### src/rtl/fb_arb_pkg.sv
// Shared types and defaults for the frame-buffer write arbiter.
// Holds the FSM state encoding, the bus width defaults and the mode constants.
package fb_arb_pkg;

    localparam int ADDR_W_DEF = 19;
    localparam int DATA_W_DEF = 12;

    localparam logic MODE_PASS = 1'b0;
    localparam logic MODE_PROC = 1'b1;

    typedef enum logic [1:0] {
        ST_PASS      = 2'd0,
        ST_DRAIN_P2P = 2'd1,
        ST_PROC      = 2'd2,
        ST_DRAIN_P2A = 2'd3
    } arb_state_t;

    // A count of 0..depth needs one more bit than a pointer does.
    function automatic int cnt_w(input int depth);
        return $clog2(depth + 1);
    endfunction

endpackage

### src/rtl/fb_write_arbiter_if.sv
// Camera, ALU and memory write-port signals of the frame-buffer arbiter.
// The arbiter uses the arb modport; sources and sinks use the src modport.
interface fb_write_arbiter_if
    import fb_arb_pkg::*;
#(
    parameter int ADDR_W = ADDR_W_DEF,
    parameter int DATA_W = DATA_W_DEF
);
    logic              cam_valid;
    logic              cam_ready;
    logic [ADDR_W-1:0] cam_addr;
    logic [DATA_W-1:0] cam_data;
    logic              alu_valid;
    logic              alu_ready;
    logic [ADDR_W-1:0] alu_addr;
    logic [DATA_W-1:0] alu_data;
    logic              mem_wen;
    logic [ADDR_W-1:0] mem_addr;
    logic [DATA_W-1:0] mem_wdata;

    modport arb (
        input  cam_valid, cam_addr, cam_data, alu_valid, alu_addr, alu_data,
        output cam_ready, alu_ready, mem_wen, mem_addr, mem_wdata
    );

    modport src (
        output cam_valid, cam_addr, cam_data, alu_valid, alu_addr, alu_data,
        input  cam_ready, alu_ready, mem_wen, mem_addr, mem_wdata
    );
endinterface

### src/rtl/fb_wr_fifo.sv
// Small register-based synchronous FIFO for camera writes.
// The caller never pushes when full or pops when empty; count_o reports occupancy.
module fb_wr_fifo
    import fb_arb_pkg::*;
#(
    parameter int DEPTH = 4,
    parameter int W     = ADDR_W_DEF + DATA_W_DEF,
    parameter int CNT_W = cnt_w(DEPTH)
) (
    input  logic             sys_clk,
    input  logic             rst_n,
    input  logic             push_i,
    input  logic             pop_i,
    input  logic [W-1:0]     wdata_i,
    output logic [W-1:0]     rdata_o,
    output logic [CNT_W-1:0] count_o
);
    localparam int PTR_W = $clog2(DEPTH);

    logic [W-1:0]     mem_q [DEPTH];
    logic [PTR_W-1:0] wr_ptr_q;
    logic [PTR_W-1:0] rd_ptr_q;
    logic [CNT_W-1:0] count_q;

    always_ff @(posedge sys_clk or negedge rst_n) begin
        if (!rst_n) begin
            wr_ptr_q <= '0;
            rd_ptr_q <= '0;
            count_q  <= '0;
        end else begin
            if (push_i) wr_ptr_q <= wr_ptr_q + 1'b1;
            if (pop_i)  rd_ptr_q <= rd_ptr_q + 1'b1;
            count_q <= count_q + CNT_W'(push_i) - CNT_W'(pop_i);
        end
    end

    // Storage needs no reset: the pointers and count define what is valid.
    always_ff @(posedge sys_clk) begin
        if (push_i) mem_q[wr_ptr_q] <= wdata_i;
    end

    assign rdata_o = mem_q[rd_ptr_q];
    assign count_o = count_q;

endmodule

### src/rtl/fb_write_arbiter.sv
// Shares the frame-buffer write port between the camera FIFO and the ALU,
// switching passthrough/process mode only at a frame boundary once the FIFO drains.
//
//  state        | meaning
//  ST_PASS      | passthrough: camera FIFO drains to memory, ALU held off
//  ST_DRAIN_P2P | heading to PROC: flush camera FIFO, ALU held off
//  ST_PROC      | process: ALU writes, camera pre-empts at watermark or when ALU idle
//  ST_DRAIN_P2A | heading to PASS: flush camera FIFO, ALU held off
module fb_write_arbiter
    import fb_arb_pkg::*;
#(
    parameter int ADDR_W     = ADDR_W_DEF,
    parameter int DATA_W     = DATA_W_DEF,
    parameter int FIFO_DEPTH = 4,
    parameter int HIGH_WM    = 3
) (
    input  logic                sys_clk,
    input  logic                rst_n,
    input  logic                mode_req,
    input  logic                frame_start,
    fb_write_arbiter_if.arb     bus,
    output logic                mode_active,
    output logic                switching,
    output logic                overflow_err
);
    localparam int CNT_W = cnt_w(FIFO_DEPTH);
    localparam logic [CNT_W-1:0] DEPTH_C = CNT_W'(FIFO_DEPTH);
    localparam logic [CNT_W-1:0] WM_C    = CNT_W'(HIGH_WM);

    arb_state_t               state_q, state_d;
    logic                     cam_ready_q;
    logic                     mem_wen_q;
    logic [ADDR_W-1:0]        mem_addr_q;
    logic [DATA_W-1:0]        mem_wdata_q;
    logic                     mode_active_q;
    logic                     switching_q;
    logic                     overflow_q;

    logic [CNT_W-1:0]         count;
    logic [CNT_W-1:0]         cnt_nxt;
    logic [ADDR_W+DATA_W-1:0] fifo_rdata;
    logic                     push, pop, drop;
    logic                     alu_rdy, alu_grant;

    assign push = bus.cam_valid & cam_ready_q;
    // A camera that ignores backpressure while the FIFO is full loses that pixel.
    assign drop = bus.cam_valid & ~cam_ready_q & (count == DEPTH_C);

    fb_wr_fifo #(
        .DEPTH (FIFO_DEPTH),
        .W     (ADDR_W + DATA_W),
        .CNT_W (CNT_W)
    ) u_fifo (
        .sys_clk (sys_clk),
        .rst_n   (rst_n),
        .push_i  (push),
        .pop_i   (pop),
        .wdata_i ({bus.cam_addr, bus.cam_data}),
        .rdata_o (fifo_rdata),
        .count_o (count)
    );

    always_comb begin
        pop     = 1'b0;
        alu_rdy = 1'b0;
        if (state_q == ST_PROC) begin
            alu_rdy = (count < WM_C);
            pop     = (count >= WM_C) || ((count != '0) && !bus.alu_valid);
        end else begin
            pop     = (count != '0);
        end
    end

    assign alu_grant = alu_rdy & bus.alu_valid;
    assign cnt_nxt   = count + CNT_W'(push) - CNT_W'(pop);

    always_comb begin
        state_d = state_q;
        case (state_q)
            ST_PASS:      if (mode_req == MODE_PROC && frame_start) state_d = ST_DRAIN_P2P;
            ST_DRAIN_P2P: if (cnt_nxt == '0) state_d = ST_PROC;
            ST_PROC:      if (mode_req == MODE_PASS && frame_start) state_d = ST_DRAIN_P2A;
            ST_DRAIN_P2A: if (cnt_nxt == '0) state_d = ST_PASS;
            default:      state_d = ST_PASS;
        endcase
    end

    always_ff @(posedge sys_clk or negedge rst_n) begin
        if (!rst_n) begin
            state_q       <= ST_PASS;
            cam_ready_q   <= 1'b0;
            mem_wen_q     <= 1'b0;
            mem_addr_q    <= '0;
            mem_wdata_q   <= '0;
            mode_active_q <= 1'b0;
            switching_q   <= 1'b0;
            overflow_q    <= 1'b0;
        end else begin
            state_q       <= state_d;
            cam_ready_q   <= (cnt_nxt < DEPTH_C);
            mem_wen_q     <= pop | alu_grant;
            if (pop) begin
                mem_addr_q  <= fifo_rdata[ADDR_W+DATA_W-1:DATA_W];
                mem_wdata_q <= fifo_rdata[DATA_W-1:0];
            end else if (alu_grant) begin
                mem_addr_q  <= bus.alu_addr;
                mem_wdata_q <= bus.alu_data;
            end
            mode_active_q <= (state_d == ST_PROC) || (state_d == ST_DRAIN_P2A);
            switching_q   <= (state_d == ST_DRAIN_P2P) || (state_d == ST_DRAIN_P2A);
            if (drop) overflow_q <= 1'b1;
        end
    end

    assign bus.cam_ready = cam_ready_q;
    assign bus.alu_ready = alu_rdy;
    assign bus.mem_wen   = mem_wen_q;
    assign bus.mem_addr  = mem_addr_q;
    assign bus.mem_wdata = mem_wdata_q;
    assign mode_active   = mode_active_q;
    assign switching     = switching_q;
    assign overflow_err  = overflow_q;

endmodule

### src/flat_wrapper.sv
// flat-port wrapper written by rule: the top's interface ports become plain ports
module fb_write_arbiter_flat import fb_arb_pkg::*;
#(
    parameter int ADDR_W     = ADDR_W_DEF,
    parameter int DATA_W     = DATA_W_DEF,
    parameter int FIFO_DEPTH = 4,
    parameter int HIGH_WM    = 3
)
  (sys_clk, rst_n, mode_req, frame_start, mode_active, switching, overflow_err, bus_cam_valid, bus_cam_addr, bus_cam_data, bus_alu_valid, bus_alu_addr, bus_alu_data, bus_cam_ready, bus_alu_ready, bus_mem_wen, bus_mem_addr, bus_mem_wdata);
  fb_write_arbiter_if #(.ADDR_W(ADDR_W), .DATA_W(DATA_W)) bus_i ();
  input  logic sys_clk;
  input  logic rst_n;
  input  logic mode_req;
  input  logic frame_start;
  output logic mode_active;
  output logic switching;
  output logic overflow_err;
  input wire logic [$bits(bus_i.cam_valid)-1:0] bus_cam_valid;
  input wire logic [$bits(bus_i.cam_addr)-1:0] bus_cam_addr;
  input wire logic [$bits(bus_i.cam_data)-1:0] bus_cam_data;
  input wire logic [$bits(bus_i.alu_valid)-1:0] bus_alu_valid;
  input wire logic [$bits(bus_i.alu_addr)-1:0] bus_alu_addr;
  input wire logic [$bits(bus_i.alu_data)-1:0] bus_alu_data;
  output wire logic [$bits(bus_i.cam_ready)-1:0] bus_cam_ready;
  output wire logic [$bits(bus_i.alu_ready)-1:0] bus_alu_ready;
  output wire logic [$bits(bus_i.mem_wen)-1:0] bus_mem_wen;
  output wire logic [$bits(bus_i.mem_addr)-1:0] bus_mem_addr;
  output wire logic [$bits(bus_i.mem_wdata)-1:0] bus_mem_wdata;
  assign bus_i.cam_valid = bus_cam_valid;
  assign bus_i.cam_addr = bus_cam_addr;
  assign bus_i.cam_data = bus_cam_data;
  assign bus_i.alu_valid = bus_alu_valid;
  assign bus_i.alu_addr = bus_alu_addr;
  assign bus_i.alu_data = bus_alu_data;
  assign bus_cam_ready = bus_i.cam_ready;
  assign bus_alu_ready = bus_i.alu_ready;
  assign bus_mem_wen = bus_i.mem_wen;
  assign bus_mem_addr = bus_i.mem_addr;
  assign bus_mem_wdata = bus_i.mem_wdata;
  fb_write_arbiter #(.ADDR_W(ADDR_W), .DATA_W(DATA_W), .FIFO_DEPTH(FIFO_DEPTH), .HIGH_WM(HIGH_WM)) u_core (.sys_clk(sys_clk), .rst_n(rst_n), .mode_req(mode_req), .frame_start(frame_start), .bus(bus_i), .mode_active(mode_active), .switching(switching), .overflow_err(overflow_err));
endmodule
### config.mk
export PLATFORM = sky130hd
export DESIGN_NAME = fb_write_arbiter_flat
export DESIGN_NICKNAME = d
export VERILOG_FILES = /design/src/rtl/fb_arb_pkg.sv /design/src/rtl/fb_write_arbiter_if.sv /design/src/rtl/fb_wr_fifo.sv /design/src/rtl/fb_write_arbiter.sv /design/src/flat_wrapper.sv
export SDC_FILE = /design/constraint.sdc
export NUM_CORES = 1
export LEC_CHECK = 0
export CORE_UTILIZATION = 53
export CTS_CLUSTER_DIAMETER = 100
export DETAILED_ROUTE_END_ITERATION = 8
export GPL_ROUTABILITY_DRIVEN = 0
export GPL_TIMING_DRIVEN = 1
export PLACE_DENSITY = 0.79
export SYNTH_ARGS = -nofsm -noshare
export SYNTH_HDL_FRONTEND = slang
export SYNTH_SLANG_ARGS = --single-unit
### constraint.sdc
create_clock -name sys_clk -period 3.65 [get_ports sys_clk]
set_input_delay 0.73 -clock sys_clk [delete_from_list [all_inputs] [get_ports sys_clk]]
set_output_delay 0.73 -clock sys_clk [all_outputs]
set_load 0.01 [all_outputs]
### Floorplan with the power grid

Pins as bars on the die edge.
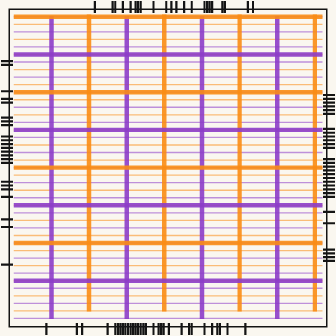
Purple marks VSS. Orange marks VDD.
41 met1 rails follow the rows. 105 signal pins sit on the boundary. 8 straps on met5. The core has 40 rows. 8 straps on met4.

### Cells colored by class

The bar under the picture is 20 um long.
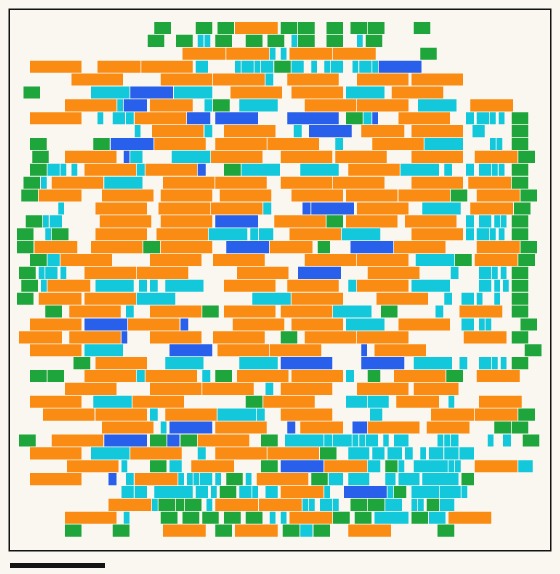
Cyan marks remaining logic cells, cells 201. Orange marks sequential cells, cells 168. Green marks remaining buffers and delay cells, cells 110. Blue marks clock drivers and dummy loads, cells 32.

### Routed clock nets over the placement

The bar under the picture is 20 um long.
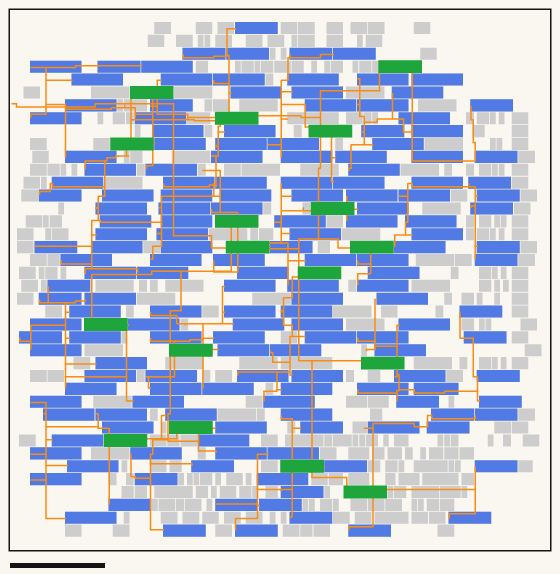
Orange marks clock wires, length 1,700 um. Blue marks flip-flops, count 168. Green marks clock-net drivers, count 17.
Position of the flops: spread over the die.

==> out/qor.yml <==
status: "finished clean"
maxPowerGroup: "sequential cells"
ctsRootBufferMaster: "clkbuf_16"
post_synth_ao_oa_area_fraction: 0.0665
ys_types: 27
cts_setup_buffers: 0
grt_pass1_wl_um: 20900
ant_nets: 0
dieArea_um2: 13000
fp_nets: 468
lay_top_cells: "edfxtp_1, clkdlybuf4s50_1, nand2_1, dfrtp_1, o21ai_0"
crit_chain: "clkdlybuf4s50_1 -> and3b_2 -> a211oi_4 -> or2_1 -> xnor2_1 -> ha_1 -> inv_1 -> fa_1 -> xnor2_1 -> nor3_1 -> xnor2_1"
fa_ha_area_frac: 0.0143
netlist_area_um2: 6640
first_iter_violations: 210
syn2layout_area_growth_pct: 26.1
ys_chip_area_um2: 6640
dp_hpwl_um: 7710
flops: 168
seq-power_mw: 2.85
netlist_instances: 393
insertion_delay_ns: 0.42
min_period_ns: 2.93
clk_share: 0.0679
synthSimpleGateAreaFrac: 0.0510
fp_util: 0.549
power_density_nw_per_um2: 822
htreeDepth: 4
cpPeakStageDelay_ns: 0.41
met1_usage: 0.285
r2r_slack_ns: 0.79
clock_skew_ns: 0.0120
maxCapViolCount: 0
worstMarginPinSlew_ns: 1.16
via_per_inst: 5.54
p_int_mw: 4.75
comb_power_share: 0.338
coreArea_um2: 12100
avgSynthCellArea_um2: 16.9
ys_sh_xor: 0.0105
lay_top_count: "edfxtp_1"
top_area_frac: 0.560
biggestCellCategory: "registers"
hold_depth: 1
grt_most_used_layer: "met2"
clock_power_share: 0.248
use_met2: 0.372
numCtsBuffers: 17
cp-start-kind: "input pin"
r2r-start: "u_core.u_fifo.count_o[1]"
setup-tns-final_ns: 0
finalHoldViolations: 0
slew-limit-headroom: 0.228
setup_viol: 0
max-vdd-ir-drop_v: 0.000389
setup_ws_ns: 0.720
grt_max_degree: 45
fin_nets: 573
pre_cts_slack_ns: 0.293
edf_count: 124
final_cells: 679
drive_gt1_frac: 0.149
p_seq_frac: 0.414
cp_num_buf_inv: 2
fmaxAchievable_mhz: 341
cts.sinks: 168
grt_pass1_vias: 3912
die_h_um: 114
min_to: "u_core.overflow_err"
io_buffers: 104
vias: 3760
synth.largest_area_cell: "edfxtp_1"
clkTransAtPathRegs_ns: 0.06
synthTopLogicFamily: "multiplexers"
synthTopCellsByCount: "edfxtp_1, nand2_1, dfrtp_1, o21ai_0"
